Figure 1. Clock wires, drivers and flops.
Bar = 50 um.
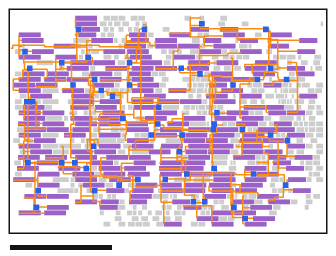
Figure 2. Layout detail.
Window x 57 to 97, y 34 to 74 um. Cells in grey, sequential cells in the stronger grey; small squares are vias.
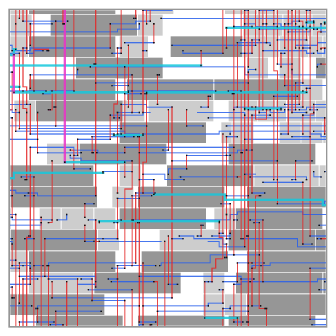
Figure 3. Clock wiring as the flow saved it.
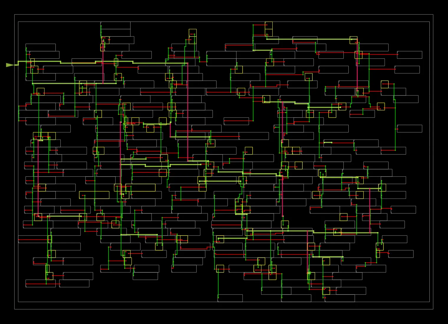
Figure 4. Routed metal per tile.
Bar = 50 um. 31 x 22 tiles, from white (low) to dark blue (high), scaled to the fullest tile. Values are wire area over tile area, all layers added.
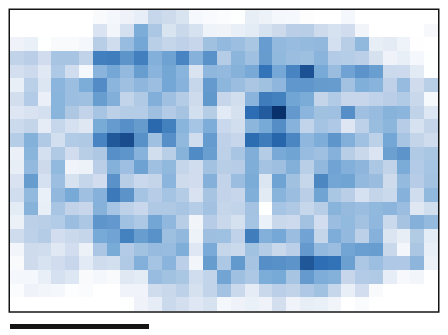
$ cat src/rtl/fb_port_arbiter_if.sv
// fb_port_arbiter_if
//   Bundles the three buses around the framebuffer arbiter:
//     scanout read port  : rd_req, rd_addr -> rd_valid, rd_data, rd_drop
//     renderer write port: wr_valid, wr_addr, wr_data -> wr_ready
//     RAM command port   : ram_addr, ram_we, ram_wdata -> ram_rdata
//   modport slave  : the arbiter side
//   modport master : the clients/RAM side (scanout, renderer, RAM model)
interface fb_port_arbiter_if #(
  parameter int ADDR_W = 19,
  parameter int DATA_W = 4
);
  logic              rd_req;
  logic [ADDR_W-1:0] rd_addr;
  logic              rd_valid;
  logic [DATA_W-1:0] rd_data;
  logic              rd_drop;
  logic              wr_valid;
  logic              wr_ready;
  logic [ADDR_W-1:0] wr_addr;
  logic [DATA_W-1:0] wr_data;
  logic [ADDR_W-1:0] ram_addr;
  logic              ram_we;
  logic [DATA_W-1:0] ram_wdata;
  logic [DATA_W-1:0] ram_rdata;

  modport master (
    output rd_req, rd_addr, wr_valid, wr_addr, wr_data, ram_rdata,
    input  rd_valid, rd_data, rd_drop, wr_ready, ram_addr, ram_we, ram_wdata
  );

  modport slave (
    input  rd_req, rd_addr, wr_valid, wr_addr, wr_data, ram_rdata,
    output rd_valid, rd_data, rd_drop, wr_ready, ram_addr, ram_we, ram_wdata
  );
endinterface

$ cat src/rtl/fb_port_arbiter.sv
// fb_port_arbiter
//   Shares the single-port framebuffer RAM between the VGA scanout (fixed
//   3-cycle read latency, strict priority) and the renderer (writes buffered
//   in a FIFO, drained into cycles with no scanout read).
//
// Ports:
//   pixel_clk    : pixel clock, all logic on its rising edge
//   rst_pixel_n  : asynchronous active-low reset
//   bus (slave)  : read port, write port and RAM command/data
//   fifo_level   : current write FIFO occupancy
//
// Configuration macro:
//   FB_ARB_STARVE_GUARD_EN : when defined, a write is forced into the RAM
//     after a full FIFO has been blocked by reads for STARVE_LIMIT cycles;
//     the read displaced in that cycle is reported through rd_drop.
//     When undefined, reads always win and rd_drop is tied low.
module fb_port_arbiter #(
  parameter int ADDR_W       = 19,
  parameter int DATA_W       = 4,
  parameter int FIFO_DEPTH   = 8,
  parameter int STARVE_LIMIT = 16
) (
  input  logic                         pixel_clk,
  input  logic                         rst_pixel_n,
  fb_port_arbiter_if.slave             bus,
  output logic [$clog2(FIFO_DEPTH):0]  fifo_level
);

  localparam int PTR_W = $clog2(FIFO_DEPTH);
  localparam int LVL_W = PTR_W + 1;
  localparam logic [LVL_W-1:0] DEPTH_L = LVL_W'(FIFO_DEPTH);

  // Write FIFO storage (data only, never reset) and control
  logic [ADDR_W-1:0] fifo_addr [FIFO_DEPTH];
  logic [DATA_W-1:0] fifo_data [FIFO_DEPTH];
  logic [PTR_W-1:0]  wr_ptr;
  logic [PTR_W-1:0]  rd_ptr;
  logic [LVL_W-1:0]  level;
  logic [LVL_W-1:0]  level_nxt;
  logic              wr_ready_r;

  logic fifo_empty;
  logic fifo_full;
  logic push;
  logic pop;
  logic grant_rd;
  logic force_wr;

  // RAM command and read result pipeline
  logic [ADDR_W-1:0] ram_addr_r;
  logic              ram_we_r;
  logic [DATA_W-1:0] ram_wdata_r;
  logic              vld_p1;
  logic              vld_p2;
  logic              vld_p3;
  logic [DATA_W-1:0] rd_data_p3;

  assign fifo_empty = (level == '0);
  assign fifo_full  = (level == DEPTH_L);

  // wr_ready already reflects occupancy after the previous edge, so a pop in
  // the same cycle never opens a slot for a push into a full FIFO.
  assign push      = bus.wr_valid && wr_ready_r;
  assign grant_rd  = bus.rd_req && !force_wr;
  assign pop       = force_wr || (!bus.rd_req && !fifo_empty);
  assign level_nxt = level + LVL_W'(push) - LVL_W'(pop);

`ifdef FB_ARB_STARVE_GUARD_EN
  localparam int STV_W = $clog2(STARVE_LIMIT + 1);
  localparam logic [STV_W-1:0] STARVE_L = STV_W'(STARVE_LIMIT);

  logic [STV_W-1:0] starve_cnt;
  logic             drop_rd;
  logic             drop_p1;
  logic             drop_p2;
  logic             drop_p3;

  // The counter only advances while full, so reaching the limit implies a
  // head entry exists to force out.
  assign force_wr = (starve_cnt == STARVE_L) && !fifo_empty;
  assign drop_rd  = bus.rd_req && force_wr;

  always_ff @(posedge pixel_clk or negedge rst_pixel_n) begin
    if (!rst_pixel_n) begin
      starve_cnt <= '0;
    end else if (pop) begin
      starve_cnt <= '0;
    end else if (fifo_full && bus.rd_req && (starve_cnt != STARVE_L)) begin
      starve_cnt <= starve_cnt + 1'b1;
    end
  end

  // Drop flag travels alongside the read tag so it lands in the same slot
  always_ff @(posedge pixel_clk or negedge rst_pixel_n) begin
    if (!rst_pixel_n) begin
      drop_p1 <= 1'b0;
      drop_p2 <= 1'b0;
      drop_p3 <= 1'b0;
    end else begin
      drop_p1 <= drop_rd;
      drop_p2 <= drop_p1;
      drop_p3 <= drop_p2;
    end
  end

  assign bus.rd_drop = drop_p3;
`else
  assign force_wr    = 1'b0;
  assign bus.rd_drop = 1'b0;
`endif

  always_ff @(posedge pixel_clk) begin
    if (push) begin
      fifo_addr[wr_ptr] <= bus.wr_addr;
      fifo_data[wr_ptr] <= bus.wr_data;
    end
  end

  always_ff @(posedge pixel_clk or negedge rst_pixel_n) begin
    if (!rst_pixel_n) begin
      wr_ptr     <= '0;
      rd_ptr     <= '0;
      level      <= '0;
      wr_ready_r <= 1'b0;
    end else begin
      if (push) wr_ptr <= wr_ptr + 1'b1;
      if (pop)  rd_ptr <= rd_ptr + 1'b1;
      level      <= level_nxt;
      wr_ready_r <= (level_nxt < DEPTH_L);
    end
  end

  // Stage p1: RAM command register; read tag enters the result pipeline
  always_ff @(posedge pixel_clk or negedge rst_pixel_n) begin
    if (!rst_pixel_n) begin
      ram_addr_r  <= '0;
      ram_we_r    <= 1'b0;
      ram_wdata_r <= '0;
      vld_p1      <= 1'b0;
    end else begin
      vld_p1 <= grant_rd;
      if (pop) begin
        ram_addr_r  <= fifo_addr[rd_ptr];
        ram_wdata_r <= fifo_data[rd_ptr];
        ram_we_r    <= 1'b1;
      end else if (grant_rd) begin
        ram_addr_r <= bus.rd_addr;
        ram_we_r   <= 1'b0;
      end else begin
        ram_we_r   <= 1'b0;
      end
    end
  end

  // Stage p2: RAM is reading; p3: capture the RAM data for the tagged slot
  always_ff @(posedge pixel_clk or negedge rst_pixel_n) begin
    if (!rst_pixel_n) begin
      vld_p2     <= 1'b0;
      vld_p3     <= 1'b0;
      rd_data_p3 <= '0;
    end else begin
      vld_p2 <= vld_p1;
      vld_p3 <= vld_p2;
      if (vld_p2) rd_data_p3 <= bus.ram_rdata;
    end
  end

  assign bus.ram_addr  = ram_addr_r;
  assign bus.ram_we    = ram_we_r;
  assign bus.ram_wdata = ram_wdata_r;
  assign bus.rd_valid  = vld_p3;
  assign bus.rd_data   = rd_data_p3;
  assign bus.wr_ready  = wr_ready_r;
  assign fifo_level    = level;

endmodule

$ cat src/flat_wrapper.sv
// flat-port wrapper written by rule: the top's interface ports become plain ports
module fb_port_arbiter_flat 
#(
  parameter int ADDR_W       = 19,
  parameter int DATA_W       = 4,
  parameter int FIFO_DEPTH   = 8,
  parameter int STARVE_LIMIT = 16
)
  (pixel_clk, rst_pixel_n, fifo_level, bus_rd_req, bus_rd_addr, bus_wr_valid, bus_wr_addr, bus_wr_data, bus_ram_rdata, bus_rd_valid, bus_rd_data, bus_rd_drop, bus_wr_ready, bus_ram_addr, bus_ram_we, bus_ram_wdata);
  fb_port_arbiter_if #(.ADDR_W(ADDR_W), .DATA_W(DATA_W)) bus_i ();
  input  logic pixel_clk;
  input  logic rst_pixel_n;
  output logic [$clog2(FIFO_DEPTH):0] fifo_level;
  input wire logic [$bits(bus_i.rd_req)-1:0] bus_rd_req;
  input wire logic [$bits(bus_i.rd_addr)-1:0] bus_rd_addr;
  input wire logic [$bits(bus_i.wr_valid)-1:0] bus_wr_valid;
  input wire logic [$bits(bus_i.wr_addr)-1:0] bus_wr_addr;
  input wire logic [$bits(bus_i.wr_data)-1:0] bus_wr_data;
  input wire logic [$bits(bus_i.ram_rdata)-1:0] bus_ram_rdata;
  output wire logic [$bits(bus_i.rd_valid)-1:0] bus_rd_valid;
  output wire logic [$bits(bus_i.rd_data)-1:0] bus_rd_data;
  output wire logic [$bits(bus_i.rd_drop)-1:0] bus_rd_drop;
  output wire logic [$bits(bus_i.wr_ready)-1:0] bus_wr_ready;
  output wire logic [$bits(bus_i.ram_addr)-1:0] bus_ram_addr;
  output wire logic [$bits(bus_i.ram_we)-1:0] bus_ram_we;
  output wire logic [$bits(bus_i.ram_wdata)-1:0] bus_ram_wdata;
  assign bus_i.rd_req = bus_rd_req;
  assign bus_i.rd_addr = bus_rd_addr;
  assign bus_i.wr_valid = bus_wr_valid;
  assign bus_i.wr_addr = bus_wr_addr;
  assign bus_i.wr_data = bus_wr_data;
  assign bus_i.ram_rdata = bus_ram_rdata;
  assign bus_rd_valid = bus_i.rd_valid;
  assign bus_rd_data = bus_i.rd_data;
  assign bus_rd_drop = bus_i.rd_drop;
  assign bus_wr_ready = bus_i.wr_ready;
  assign bus_ram_addr = bus_i.ram_addr;
  assign bus_ram_we = bus_i.ram_we;
  assign bus_ram_wdata = bus_i.ram_wdata;
  fb_port_arbiter #(.ADDR_W(ADDR_W), .DATA_W(DATA_W), .FIFO_DEPTH(FIFO_DEPTH), .STARVE_LIMIT(STARVE_LIMIT)) u_core (.pixel_clk(pixel_clk), .rst_pixel_n(rst_pixel_n), .bus(bus_i), .fifo_level(fifo_level));
endmodule
$ cat config.mk
export PLATFORM = sky130hd
export DESIGN_NAME = fb_port_arbiter_flat
export DESIGN_NICKNAME = d
export VERILOG_FILES = /design/src/rtl/fb_port_arbiter_if.sv /design/src/rtl/fb_port_arbiter.sv /design/src/flat_wrapper.sv
export SDC_FILE = /design/constraint.sdc
export NUM_CORES = 1
export LEC_CHECK = 0
export CAP_MARGIN = 20
export CORE_ASPECT_RATIO = 0.7
export CORE_MARGIN = 1
export CORE_UTILIZATION = 55
export CTS_BUF_LIST = sky130_fd_sc_hd__clkbuf_4
export DETAILED_ROUTE_END_ITERATION = 12
export GPL_ROUTABILITY_DRIVEN = 0
export PLACE_DENSITY = 0.77
export SLEW_MARGIN = 20
export SYNTH_ARGS = -nofsm -noshare
export SYNTH_HDL_FRONTEND = slang
export SYNTH_SLANG_ARGS = --single-unit
$ cat constraint.sdc
create_clock -name pixel_clk -period 4.2 [get_ports pixel_clk]
set_input_delay 1.05 -clock pixel_clk [delete_from_list [all_inputs] [get_ports pixel_clk]]
set_output_delay 1.05 -clock pixel_clk [all_outputs]
set_load 0.03 [all_outputs]
==> run_results.csv <==
group,metric,value,unit
worst_setup_path,slowest_delay,0.71,ns
drt,drt_iter0_markers,353,
yosys,synth.distinct_cells,34,
timing,rsz0062_at_grt,"no",
clock_network,htreeDepth,2,
yosys,synth_area_per_cell,18.2,um2
yosys,syn_area,8950,um2
yosys,synth-main-ff-cell,"edfxtp_1",
global_routing,grt_max_degree,49,
power_and_ir_drop,power.density,657,nW/um2
drt,via_per_inst,5.79,
drt,drt-met1-wl,8.23,mm
drt,routedWlPerCell,21.1,um
timing,max_freq,0.353,GHz
worst_setup_path,r2r_slack,1.56,ns
global_routing,met1_usage,32.8,%
worst_setup_path,cp.required,3.15,ns
timing,setup_tns,0,ns
yosys,ys_async_sr_fraction,18.6,%
placement,port_buffers,83,
yosys,ys_sh_xor,0.685,%
run_status,status,"finished clean",
finish,area_growth_syn_to_layout,20.0,%
clock_network,clk_pin_slew,0.07,ns
clock_network,cts_root_buf,"clkbuf_4",
worst_hold_path,hold_path_depth,0,
flow_run,warnings,26,
yosys,ys_sh_aoi,6.22,%
worst_setup_path,crit_path_end,"fifo_level[1]",
floorplanning,die_x,155,um
timing,period_minus_slack,2.84,ns
finish,utilization,68.5,%
Notes on Figure 1 above:
[clock-net drivers] blue | count: 53
[flip-flops] purple | count: 226
[clock wires] orange | length: 2710 um
routed clock nets	54

Notes on Figure 2 above:
layer	colour
M1	blue
M4	magenta
M3	cyan
M2	red
netlist names of flops here include	u_core.fifo_addr (25), u_core.fifo_data (4)
cells with their middle in the window	71
sequential cells in the window	30
most frequent	edfxtp_1 (29), clkbuf_4 (11), buf_4 (7)

Notes on Figure 3 above:
Clock Skew: 0.0263 ns
number of CTS-inserted buffers: 53
clock buffers: 87
P_clk: 0.00189 W
Latency at later pin: 0.62 ns

Notes on Figure 4 above:
emptiest ninth of the die	bottom left
tiles over half the peak	14%
fullest tile	0.56

[layout by cell type, fill, tap and decap left out, types with 2 or more instances in the layout]
cell type	instances
clkinv_1	9
mux4_2	19
inv_1	10
o21ai_0	4
bufinv_16	2
mux2_2	44
nor3_2	4
dfrtp_1	40
a22oi_1	19
nand3_1	2
clkdlybuf4s50_1	81
edfxtp_1	184
buf_4	14
a31oi_1	19
ha_1	7
nor2_2	3
mux2i_1	16
o31ai_1	19
xnor2_1	5
nor2b_2	2
a22o_1	8
nor3b_1	2
o31ai_2	4
nand2_1	11
clkbuf_4	87
xor2_1	2
nand2b_1	31
[sequential cells by signal, summed over array words and instances, names as in the netlist]
signal and flops:
u_core.bus.rd_valid 1, u_core.bus.rd_data 4, u_core.bus.ram_addr 19, u_core.vld_p2 1
u_core.bus.wr_ready 1, u_core.vld_p1 1, u_core.wr_ptr 3, u_core.fifo_level 4
u_core.fifo_addr 152, u_core.bus.ram_we 1, u_core.bus.ram_wdata 4, u_core.rd_ptr 3
u_core.fifo_data 32
[kinds of logic after synthesis]
logic type,count (synthesis)
xor+xnor,7
flops,226
compound gates,75
simple gates,60
buf+inv,36
other cells,1
mux,79
fa+ha+maj,8
[layout make-up]
type                       count  area, um2  share of cell area, %
sequential                   226       6580                   61.3
multi-input combinational    230       2200                   20.5
timing repair buffer          96        921                   8.57
clock buffer                  87        653                   6.08
tap                          200        250                   2.33
clock inverter                12        101                  0.944
inverter                      10       37.5                  0.349
[power by group]
group	switching [W]	internal (W)	leakage, nW
combinational	0.00105	0.000971	1.20
clock	0.000828	0.00106	0.443
sequential	0.000375	0.00277	2.15
total	0.00226	0.00480	3.79
Power figures rest on the tool's default switching activity, not on a simulated workload.
